===== config.mk =====
export PLATFORM = sky130hd
export DESIGN_NAME = cpu_nbits_core
export DESIGN_NICKNAME = d
export VERILOG_FILES = /design/src/rtl/cpu_nbits_core.sv
export SDC_FILE = /design/constraint.sdc
export NUM_CORES = 1
export LEC_CHECK = 0
export CAP_MARGIN = 20
export CORE_MARGIN = 2
export CORE_UTILIZATION = 40
export CTS_CLUSTER_SIZE = 14
export DETAILED_ROUTE_END_ITERATION = 8
export GPL_ROUTABILITY_DRIVEN = 0
export HOLD_SLACK_MARGIN = 0.03
export PLACE_DENSITY = 0.53
export SETUP_SLACK_MARGIN = 0.2
export SLEW_MARGIN = 20
export SYNTH_ARGS = -nofsm -noshare
export SYNTH_HDL_FRONTEND = slang
export SYNTH_SLANG_ARGS = --single-unit

===== constraint.sdc =====
create_clock -name clk -period 7.27 [get_ports clk]
set_clock_uncertainty 0.15 [all_clocks]
set_input_delay 1.454 -clock clk [delete_from_list [all_inputs] [get_ports clk]]
set_output_delay 1.454 -clock clk [all_outputs]
set_load 0.01 [all_outputs]

===== src/rtl/cpu_nbits_core.sv =====
// Parametrised handshaked datapath core: operand select, ALU,
// iterative shift-add multiplier and a small result memory.
module cpu_nbits_core #(
  parameter int WIDTH  = 8,
  parameter int N_IN   = 3,
  parameter int ADDR_W = 4,
  parameter int SEL_W  = $clog2(N_IN + 1)
) (
  input  logic                    clk,
  input  logic                    rst,
  input  logic                    cmd_valid,
  output logic                    cmd_ready,
  input  logic [3+2*SEL_W-1:0]    cmd,
  input  logic [N_IN*WIDTH-1:0]   din,
  input  logic [ADDR_W-1:0]       addr,
  output logic [WIDTH-1:0]        dout_low,
  output logic [WIDTH-1:0]        dout_high,
  output logic                    res_valid,
  output logic                    zero,
  output logic                    error
);

  localparam int W2 = 2 * WIDTH;
  localparam int CW = $clog2(WIDTH + 1);

  localparam logic [2:0] OP_ADD = 3'd0;
  localparam logic [2:0] OP_SUB = 3'd1;
  localparam logic [2:0] OP_MUL = 3'd2;
  localparam logic [2:0] OP_AND = 3'd3;
  localparam logic [2:0] OP_OR  = 3'd4;
  localparam logic [2:0] OP_ST  = 3'd5;
  localparam logic [2:0] OP_LD  = 3'd6;
  localparam logic [2:0] OP_ILL = 3'd7;

  typedef enum logic [2:0] {
    S_IDLE,
    S_FETCH,
    S_EXEC,
    S_MUL,
    S_MEMRD
  } state_t;

  state_t state_q, state_d;

  logic [2:0]        op_q;
  logic [WIDTH-1:0]  a_q, b_q;
  logic [ADDR_W-1:0] addr_q;
  logic              bad_q;
  logic [W2-1:0]     res_q;
  logic [W2-1:0]     acc_q, mcand_q;
  logic [WIDTH-1:0]  mplier_q;
  logic [CW-1:0]     cnt_q;
  logic              rd_ph_q;
  logic [W2-1:0]     rdata_q;
  logic              ready_q, rv_q, zero_q, err_q;

  logic [W2-1:0] mem [2**ADDR_W];

  logic [2:0]       op_in;
  logic [SEL_W-1:0] sa_in, sb_in;
  logic [WIDTH-1:0] a_in, b_in;
  logic             bad_in, accept;

  assign op_in  = cmd[3+2*SEL_W-1 -: 3];
  assign sa_in  = cmd[2*SEL_W-1 -: SEL_W];
  assign sb_in  = cmd[SEL_W-1:0];
  assign accept = cmd_valid & ready_q;

  // Select N_IN means feedback from the result register.
  always_comb begin
    a_in = '0;
    b_in = '0;
    for (int k = 0; k < N_IN; k++) begin
      if (int'(sa_in) == k) a_in = din[k*WIDTH +: WIDTH];
      if (int'(sb_in) == k) b_in = din[k*WIDTH +: WIDTH];
    end
    if (int'(sa_in) == N_IN) a_in = res_q[W2-1:WIDTH];
    if (int'(sb_in) == N_IN) b_in = res_q[WIDTH-1:0];
    bad_in = (op_in == OP_ILL) ||
             (int'(sa_in) > N_IN) ||
             (int'(sb_in) > N_IN);
  end

  logic [W2-1:0] a_ext, b_ext, alu;

  assign a_ext = {{WIDTH{1'b0}}, a_q};
  assign b_ext = {{WIDTH{1'b0}}, b_q};

  always_comb begin
    alu = '0;
    unique case (op_q)
      OP_ADD:  alu = a_ext + b_ext;
      OP_SUB:  alu = a_ext - b_ext;
      OP_AND:  alu = {{WIDTH{1'b0}}, a_q & b_q};
      OP_OR:   alu = {{WIDTH{1'b0}}, a_q | b_q};
      default: alu = '0;
    endcase
  end

  logic          done, wr_res, err_new, mul_last, mem_we;
  logic [W2-1:0] res_new;

  assign mul_last = (cnt_q == CW'(WIDTH));
  assign mem_we   = (state_q == S_EXEC) && !bad_q && (op_q == OP_ST);
  assign err_new  = (state_q == S_EXEC) && bad_q;

  always_comb begin
    done    = 1'b0;
    wr_res  = 1'b0;
    res_new = alu;
    unique case (state_q)
      S_EXEC: begin
        done   = 1'b1;
        wr_res = !bad_q && (op_q == OP_ADD || op_q == OP_SUB ||
                            op_q == OP_AND || op_q == OP_OR);
      end
      S_MUL: begin
        done    = mul_last;
        wr_res  = mul_last;
        res_new = acc_q;
      end
      S_MEMRD: begin
        done    = rd_ph_q;
        wr_res  = rd_ph_q;
        res_new = rdata_q;
      end
      default: ;
    endcase
  end

  always_comb begin
    state_d = state_q;
    unique case (state_q)
      S_IDLE:  if (accept) state_d = S_FETCH;
      S_FETCH: begin
        if (bad_q)               state_d = S_EXEC;
        else if (op_q == OP_MUL) state_d = S_MUL;
        else if (op_q == OP_LD)  state_d = S_MEMRD;
        else                     state_d = S_EXEC;
      end
      S_EXEC:  state_d = S_IDLE;
      S_MUL:   if (mul_last) state_d = S_IDLE;
      S_MEMRD: if (rd_ph_q) state_d = S_IDLE;
      default: state_d = S_IDLE;
    endcase
  end

  always_ff @(posedge clk or negedge rst) begin
    if (!rst) begin
      state_q <= S_IDLE;
      ready_q <= 1'b0;
    end else begin
      state_q <= state_d;
      ready_q <= (state_d == S_IDLE);
    end
  end

  always_ff @(posedge clk or negedge rst) begin
    if (!rst) begin
      op_q     <= '0;
      a_q      <= '0;
      b_q      <= '0;
      addr_q   <= '0;
      bad_q    <= 1'b0;
      res_q    <= '0;
      acc_q    <= '0;
      mcand_q  <= '0;
      mplier_q <= '0;
      cnt_q    <= '0;
      rd_ph_q  <= 1'b0;
      rv_q     <= 1'b0;
      zero_q   <= 1'b0;
      err_q    <= 1'b0;
    end else begin
      rv_q <= done;
      if (accept) begin
        op_q   <= op_in;
        a_q    <= a_in;
        b_q    <= b_in;
        addr_q <= addr;
        bad_q  <= bad_in;
      end
      if (state_q == S_FETCH) begin
        acc_q    <= '0;
        mcand_q  <= a_ext;
        mplier_q <= b_q;
        cnt_q    <= '0;
        rd_ph_q  <= 1'b0;
      end
      if (state_q == S_MUL && !mul_last) begin
        acc_q    <= acc_q + (mplier_q[0] ? mcand_q : '0);
        mcand_q  <= mcand_q << 1;
        mplier_q <= mplier_q >> 1;
        cnt_q    <= cnt_q + 1'b1;
      end
      if (state_q == S_MEMRD) rd_ph_q <= 1'b1;
      if (done) begin
        err_q <= err_new;
        if (wr_res) begin
          res_q  <= res_new;
          zero_q <= (res_new == '0);
        end
      end
    end
  end

  // Storage is deliberately left unreset.
  always_ff @(posedge clk) begin
    if (mem_we) mem[addr_q] <= res_q;
    if (state_q == S_MEMRD) rdata_q <= mem[addr_q];
  end

  assign cmd_ready = ready_q;
  assign dout_low  = res_q[WIDTH-1:0];
  assign dout_high = res_q[W2-1:WIDTH];
  assign res_valid = rv_q;
  assign zero      = zero_q;
  assign error     = err_q;

endmodule


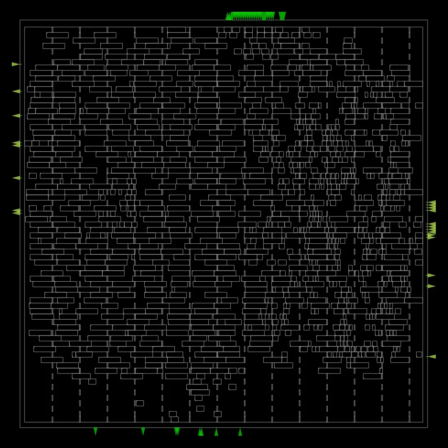
*Cell placement*
tap cells: 525
row count: 73

==> GITHUB_STEP_SUMMARY <==
### Yosys + OpenROAD results

| Metric | Value |
|---|---|
| Dpl hpwl | `26600 µm` |
| Comb power frac | `between 30% and 40%` |
| CP startpoint kind | `flip-flop` |
| Via density | `about 5.6` |
| TritonCTS clock tree | `done` |
| Max_cap viols | `0` |
| CTS clock-pin slew for the worst setup and hold paths | `approximately 0.060 ns` |
| # Post-CTS Setup Buffers | `0` |
| Floorplan utilization | `between 40% and 50%` |
| Peak supply drop | `~220 µV` |
| ANT nets after route | `0` |
| Endpoints failing setup | `0` |
| Cell total in the yosys stat output | `1004` |
| CP peak stage delay | `about 0.94 ns` |
| Chip area | `42000 µm²` |
| Core Box Area | `slightly below 40000 µm²` |
| RSZ-0062 raised after global routing | `no` |
| R2R Setup Slk | `3.77 ns` |
| Cts bufs inserted | `39` |
| Yosys chip area | `approximately 16000 µm²` |
| Fraction of layout cells with a size suffix above 1 | `between 20 and 25%` |
| Cts repair resizes | `0` |
| Buf/Inv on CP | `1` |
| Synth warn | `0` |
| Top logic family | `multiplexers` |
| Crit end category | `primary output` |
| Final min period | `3.78 ns` |
| Number of enable flip-flop cells | `272` |
| Area fraction in compound gates | `6.31%` |
| Syn_nets | `between 1000 and 1500` |
| Flop pwr share | `39.5%` |
| LEAKAGE | `around 6.7 nW` |
| Psw | `between 2 and 3 mW` |
| Root Buffer | `clkbuf_16` |
| Hold buffers post-CTS | `0` |
| Sequential area share after synthesis | `between 60% and 70%` |
| Clock power frac | `approximately a quarter` |
| Hold depth | `1` |
| Crit path max-delay cell type | `dfrtp_1` |
| Post-Route Setup TNS | `0 ns` |
| Crit path max-delay family | `flip-flops` |
| CP max FO | `19` |
| Yosys reg bits | `364` |
| Outcome | `complete, no violations` |
| Max-slew headroom | `35.7%` |
| Clk sinks | `between 300 and 400` |
| Final Max Slew Viols | `0` |
| Vias post-DR | `~9000` |
| Design Power | `around 7.6 mW` |
| Top Consumer | `sequential cells` |
| Grt ovf | `0` |
| Final Routed Wirelength | `40600 µm` |
| Sw Share | `between 30 and 40%` |
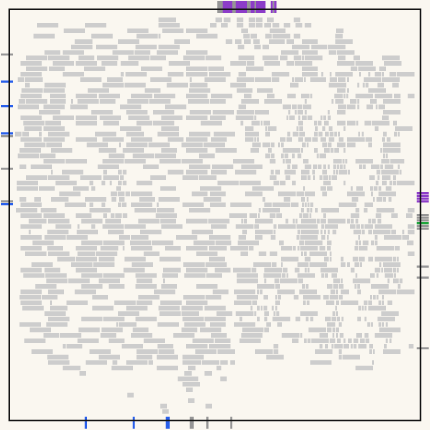
*Pin placement*
(2 px per µm) Pins as bars across the die edge, other pins in grey.
| colour | port | pins | direction | edge |
|---|---|---|---|---|
| blue | `dout_high` | 8 | output | 4 west, 4 south |
| green | `cmd_valid` | 1 | input | east |
| purple | `din` | 24 | input | 20 north, 4 east |
I/O Buffers: 57
die width: 205 µm

-- through the flow --
step / area [µm²] / utilization, % / instances
2_1_floorplan: 16100 / - / 1004
3_3_place_gp: 17400 / 43.8 / 1557
3_5_place_dp: 17400 / 43.9 / 1557
4_1_cts: 18700 / 47.0 / 1627
5_1_grt: 18700 / 47.1 / 1627
6_report: 18700 / 47.1 / 1627
-- cell usage after synthesis, types with 5 or more instances --
library cell | n | area, µm²
edfxtp_1 | 272 | 8170
mux4_2 | 96 | 2160
dfrtp_1 | 92 | 2300
nor2_1 | 65 | 244
nand2_1 | 51 | 191
clkbuf_1 | 42 | 158
ha_1 | 42 | 526
o21ai_0 | 34 | 170
nand3_1 | 32 | 160
inv_1 | 30 | 113
mux2_2 | 30 | 338
a21oi_1 | 25 | 125
and2_1 | 16 | 100
a221o_1 | 15 | 150
a22oi_1 | 13 | 97.6
nor3_1 | 13 | 65.1
xnor2_1 | 9 | 78.8
buf_1 | 8 | 30.0
a21o_1 | 7 | 52.6
xor2_1 | 7 | 61.3
a221oi_1 | 6 | 52.6
a31oi_1 | 6 | 37.5
nand2b_1 | 6 | 37.5
and3_1 | 5 | 31.3
buf_2 | 5 | 25.0
o211ai_1 | 5 | 37.5
-- sequential cells by signal, summed over array words and instances (netlist names) --
signal     count
cmd_ready      1
mcand_q       16
error          1
mplier_q       8
res_q         16
addr_q         4
acc_q         16
zero           1
res_valid      1
mem          256
op_q           3
state_q        3
a_q            8
cnt_q          4
b_q            8
rd_ph_q        1
rdata_q       16
bad_q          1
-- cell type report --
| class | count | area [µm²] | area share (%) |
|---|---|---|---|
| Sequential cell | 364 | 10500 | 56.0 |
| Multi-Input combinational cell | 553 | 5410 | 29.0 |
| Clock buffer | 43 | 991 | 5.30 |
| Timing Repair Buffer | 84 | 771 | 4.12 |
| Tap cell | 525 | 657 | 3.51 |
| Clock inverter | 27 | 270 | 1.45 |
| Inverter | 31 | 116 | 0.622 |
-- final timing paths --
path / start / to
setup / recovery: res_q[4] / dout_low[4]
hold / removal: acc_q[15] / acc_q[15]
setup reg to reg: state_q[1] / mem[4][15]
hold reg to reg: acc_q[15] / acc_q[15]
max in group asynchronous: rst / addr_q[0]
min in group asynchronous: rst / mcand_q[6]
-- cell usage in the layout, fill, tap and decap left out, drive strengths merged, types with 3 or more instances in the layout --
cell	count
a211oi	4
nand2b	6
mux2	30
edfxtp	272
nand2	51
or3	4
nand4	3
a22oi	13
fa	3
xnor2	9
a221oi	6
o22ai	4
or3b	3
mux4	96
o21bai	3
buf	28
clkdlybuf4s50	56
bufinv	5
a221o	15
clkbuf	43
and3b	3
a21o	7
ha	42
and2	16
o31ai	3
a31oi	6
xor2	7
clkinv	21
inv	31
and3	5
o21ai	34
nand3	32
dfrtp	92
a31o	3
nor3	13
nor2b	4
nor2	65
o211ai	5
a21oi	25
-- layer usage --
layer | wire length [µm] | global-route usage, %
met1 | 17800 | 27.0
met2 | 19900 | 32.8
met3 | 1810 | 3.32
met4 | 1100 | 5.69
met5 | 0 | 0
Power is estimated from default activity; no workload was simulated.
